==> config.mk <==
export PLATFORM = sky130hd
export DESIGN_NAME = decode_stage
export DESIGN_NICKNAME = d
export VERILOG_FILES = /design/src/rtl/decode_stage.sv
export SDC_FILE = /design/constraint.sdc
export NUM_CORES = 1
export LEC_CHECK = 0
export CORE_MARGIN = 2
export CORE_UTILIZATION = 30
export DETAILED_ROUTE_END_ITERATION = 16
export HOLD_SLACK_MARGIN = 0.06
export PLACE_DENSITY_LB_ADDON = 0.08
export REMOVE_ABC_BUFFERS = 1
export SLEW_MARGIN = 20
export SYNTH_ARGS = -nofsm -noshare
export SYNTH_HDL_FRONTEND = slang
export SYNTH_SLANG_ARGS = --single-unit
==> constraint.sdc <==
create_clock -name clk -period 3 [get_ports clk]
set_clock_uncertainty 0.15 [all_clocks]
set_input_delay 0.6 -clock clk [delete_from_list [all_inputs] [get_ports clk]]
set_output_delay 0.6 -clock clk [all_outputs]
set_load 0.01 [all_outputs]
**Wires at chosen ports, followed through buffers**

Bar = 50 um.
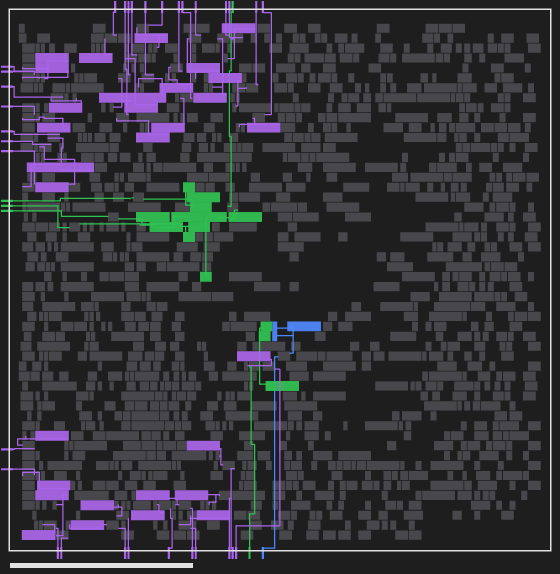
green -> wb_addr  # direction input, edge 3 left, 1 bottom, 1 top, end cells 15, buffers 5, wire 314 um
purple -> ex_pc  # direction output, edge 13 top, 10 bottom, 9 left, end cells 32, buffers 32, wire 907 um
blue -> wb_en  # direction input, edge bottom, end cells 3, buffers 1, wire 75.3 um
port bufs: 326
IO Pins: 327

**Placed standard cells**

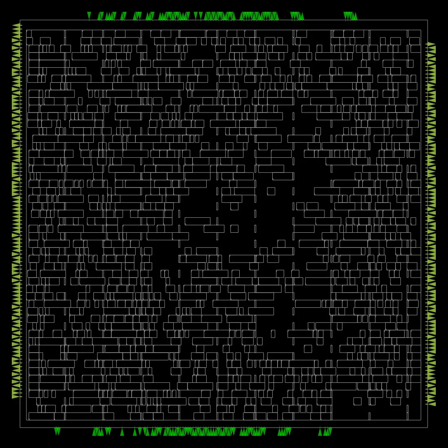
Core Region: 0.0202 mm2
Seq area share: 0.235
Util after Layout: 0.544
Tapcells: 270
FP Rows: 52

==> CHANGELOG.md <==
## Implementation

- Status: finished with violations
- Failing checks: setup timing
- Final WS setup: -0.0839 ns
- Total via count in the routed design: around 7,400
- Tool warning count: 27
- Final global-route overflow total: 0
- Crit path max fanout: 5
- Startpoint Class: flip-flop
- Chip Width: 148 um
- Area delta synth->final: 77.3%
- Slew Limit Headroom: 0.613
- Setup Viol. Count Final: 7
- Clock Tree Root: clkbuf_16
- Drt pass-1 iters: 5
- Worst R2R Setup Slack: around 1.2 ns
- Registers, synthesis: ~100
- Post-synth EDFFs: 0
- YS chip area: 0.00620 mm2
- Placed Instances: 1,367
- Power density over the cells: approximately 440 mW/mm2
- Vias/cell: about 5.2
- Die area: around 0.022 mm2
- All-Layer GR Usage: 0.243
- Die Height: roughly 150 um
- RSZ-0062 raised after global routing: yes
- WS Path Type: flip-flop to output pin
- Clk sinks: ~100
- Fin nets: 1,315
- Clock Path Buffers: 2
- Gp weighted congestion: approximately 0.8
- Initial DRC count: 322
- Share of cells above drive strength 1: 0.265
- Finished Layout Cells: about 1,400
- Reported leakage power: just under 5 nW
- Syn Area/Cell: slightly below 8 um2
- Fmax: roughly 0.32 GHz
- Slew @ Worst Pin: slightly below 0.6 ns
- Post-CTS Hold Buffers: 0
- Post-route ant nets: 0
- H-tree depth: 3
- DRT met1 WL: ~11,000 um
- Met2 Wirelength: between 10,000 and 15,000 um
- Floorplan utilization: 0.307
- Area share, top type: 0.403
- Top area cell types: dfrtp_1 (40%), nand2_1 (14%), a311oi_1 (8.6%)
- Reg clk slew, reported paths: around 0.070 ns
- CTS tree: done
- Vias in the first global route: 7,459
- Final total power: slightly below 5 mW
- Tmin final: between 3 and 4 ns
- Seq/Total Area, Yosys: 0.416
- Switching Fraction: 0.344
- Hold WC Path Type: primary input to asynchronous set/reset pin
- Cell-internal power: approximately 3.2 mW
- Top sig layer: met4
- Inserted Clock Buffers: 9
- Max Slew Vio Count: 0
- Critical path endpoint category: output pin
- Main synth FF type: dfrtp_1
- Antenna violations before repair: 1
- Area leader, netlist: dfrtp_1
- Detailed Route WL: 27,400 um
- Hold violation count in the final report: 0
- Synth Cell Area: 0.00620 mm2
- Synth cell types: 47
- VDD IR max: about 0.32 mV
- First-pass GRT wire length: between 40,000 and 50,000 um
- Drt wl/cell: 19.3 um
- Largest net degree at the start of global routing: a little under 50
- Clk pwr share: 0.244
- Worst EP arrival: approximately 2.3 ns
- Critical Path RT: approximately 2.3 ns
- Tcrit/Tclk final: 1.03
- Clk latency late pin: 0.35 ns
- Ys Warns: 0
- Hpwl dp: roughly 19,000 um
- Ys async rst share: 1.00
- Met3 wire length: around 2700 um
- Combinational share of power: 0.414
- DRC: 0
- Cells after Synth: ~800
- Yosys Instances: between 700 and 800
- Worst R2R Path Depth: 7
- NetSw: about 1.7 mW
- Reg power frac: 0.342
- Max-capacitance violation count: 0
[cell families after synthesis]
| kind of cell | after synthesis | synth area share |
|---|---|---|
| flip-flops | 103 | 0.416 |
| AND-OR/OR-AND | 165 | 0.188 |
| AND/OR/NAND/NOR | 400 | 0.301 |
| buffers and inverters | 93 | 0.0670 |
| XOR/XNOR | 20 | 0.0282 |
[through the flow]
step	setup WS [ns]	instance area (um2)	hold slack (ns)	setup TNS, ns
global route	-0.182	11000	0.121	-6.22
floorplan	-2.14	5790	0.154	-144.89
detailed placement	-0.665	10200	0.312	-34.53
global placement	-0.624	10200	0.307	-31.57
finish	-0.0839	11000	0.0887	-0.263
CTS	-0.0993	10600	0.109	-0.790
[power by group through the flow]
| stage | registers [mW] | logic, mW | clock network (mW) |
|---|---|---|---|
| CTS | 1.66 | 1.91 | 1.22 |
| floorplan | 1.73 | 0.603 | 0 |
| detailed placement | 1.68 | 1.93 | 0 |
| global placement | 1.68 | 1.93 | 0 |
| global route | 1.68 | 2.15 | 1.27 |
| finish | 1.66 | 2.01 | 1.18 |
[cells in the mapped netlist, types with 4 or more instances]
cell / count
a21o_1: 19
a22o_1: 4
a311oi_1: 61
and2_1: 6
buf_2: 6
buf_4: 15
clkbuf_1: 66
dfrtp_1: 100
nand2_1: 229
nand2b_1: 4
nor2_1: 8
nor3_1: 65
o21ai_0: 63
o21ai_1: 5
or3_1: 63
xnor2_1: 18
[repair_timing]
item / 4_1_cts / 5_1_grt
pin swaps: 64 / 23
setup endpoints to repair: 106 / 77
gates cloned: 4 / 2
resized: 403 / 78
buffers inserted: 17 / 15
[routing by layer]
metal | up-vias | GRT usage
met4 | 0 | 0.0726
met2 | 320 | 0.406
met1 | 3571 | 0.302
met3 | 33 | 0.0756
met5 | - | 0
li1 | 3477 | -
[cell type report]
type	instances	area, um2
clock inverters	5	41.3
well taps	270	338
inverters	2	7.51
repair buffers	443	4060
fillers	1973	9240
multi-input cells	585	3710
clock buffers	11	253
flip-flops and latches	103	2580
diodes	1	2.50
[cell usage in the layout (no fill, tap or decap), drive strengths merged, types with 2 or more instances in the layout]
cell type,Yosys,routed
nor3b,2,2
a22o,4,4
nor2b,3,3
a21oi,3,3
clkinv,0,2
clkdlybuf4s50,0,214
or3,63,63
o21ai,68,68
xor2,2,2
and2,6,6
a21o,19,19
a311oi,63,63
dlygate4sd2,0,35
nand4,4,4
buf,23,185
nand2,229,229
xnor2,18,18
clkbuf,68,19
nand2b,4,4
dfrtp,100,100
and3,3,3
nor2,8,8
inv,2,3
or4,3,3
or2,2,2
nor3,65,65
dfstp,3,3
clkinvlp,0,2
[critical path, cell delays in order, from the launching register on]
cell	delay, ns
dfrtp_1	0.41
xnor2_2	0.23
nand4_4	0.20
buf_12	0.19
buf_16	0.13
buf_6	0.12
or3_4	0.33
a311oi_2	0.20
buf_2	0.17
Power and IR drop assume default switching activity.
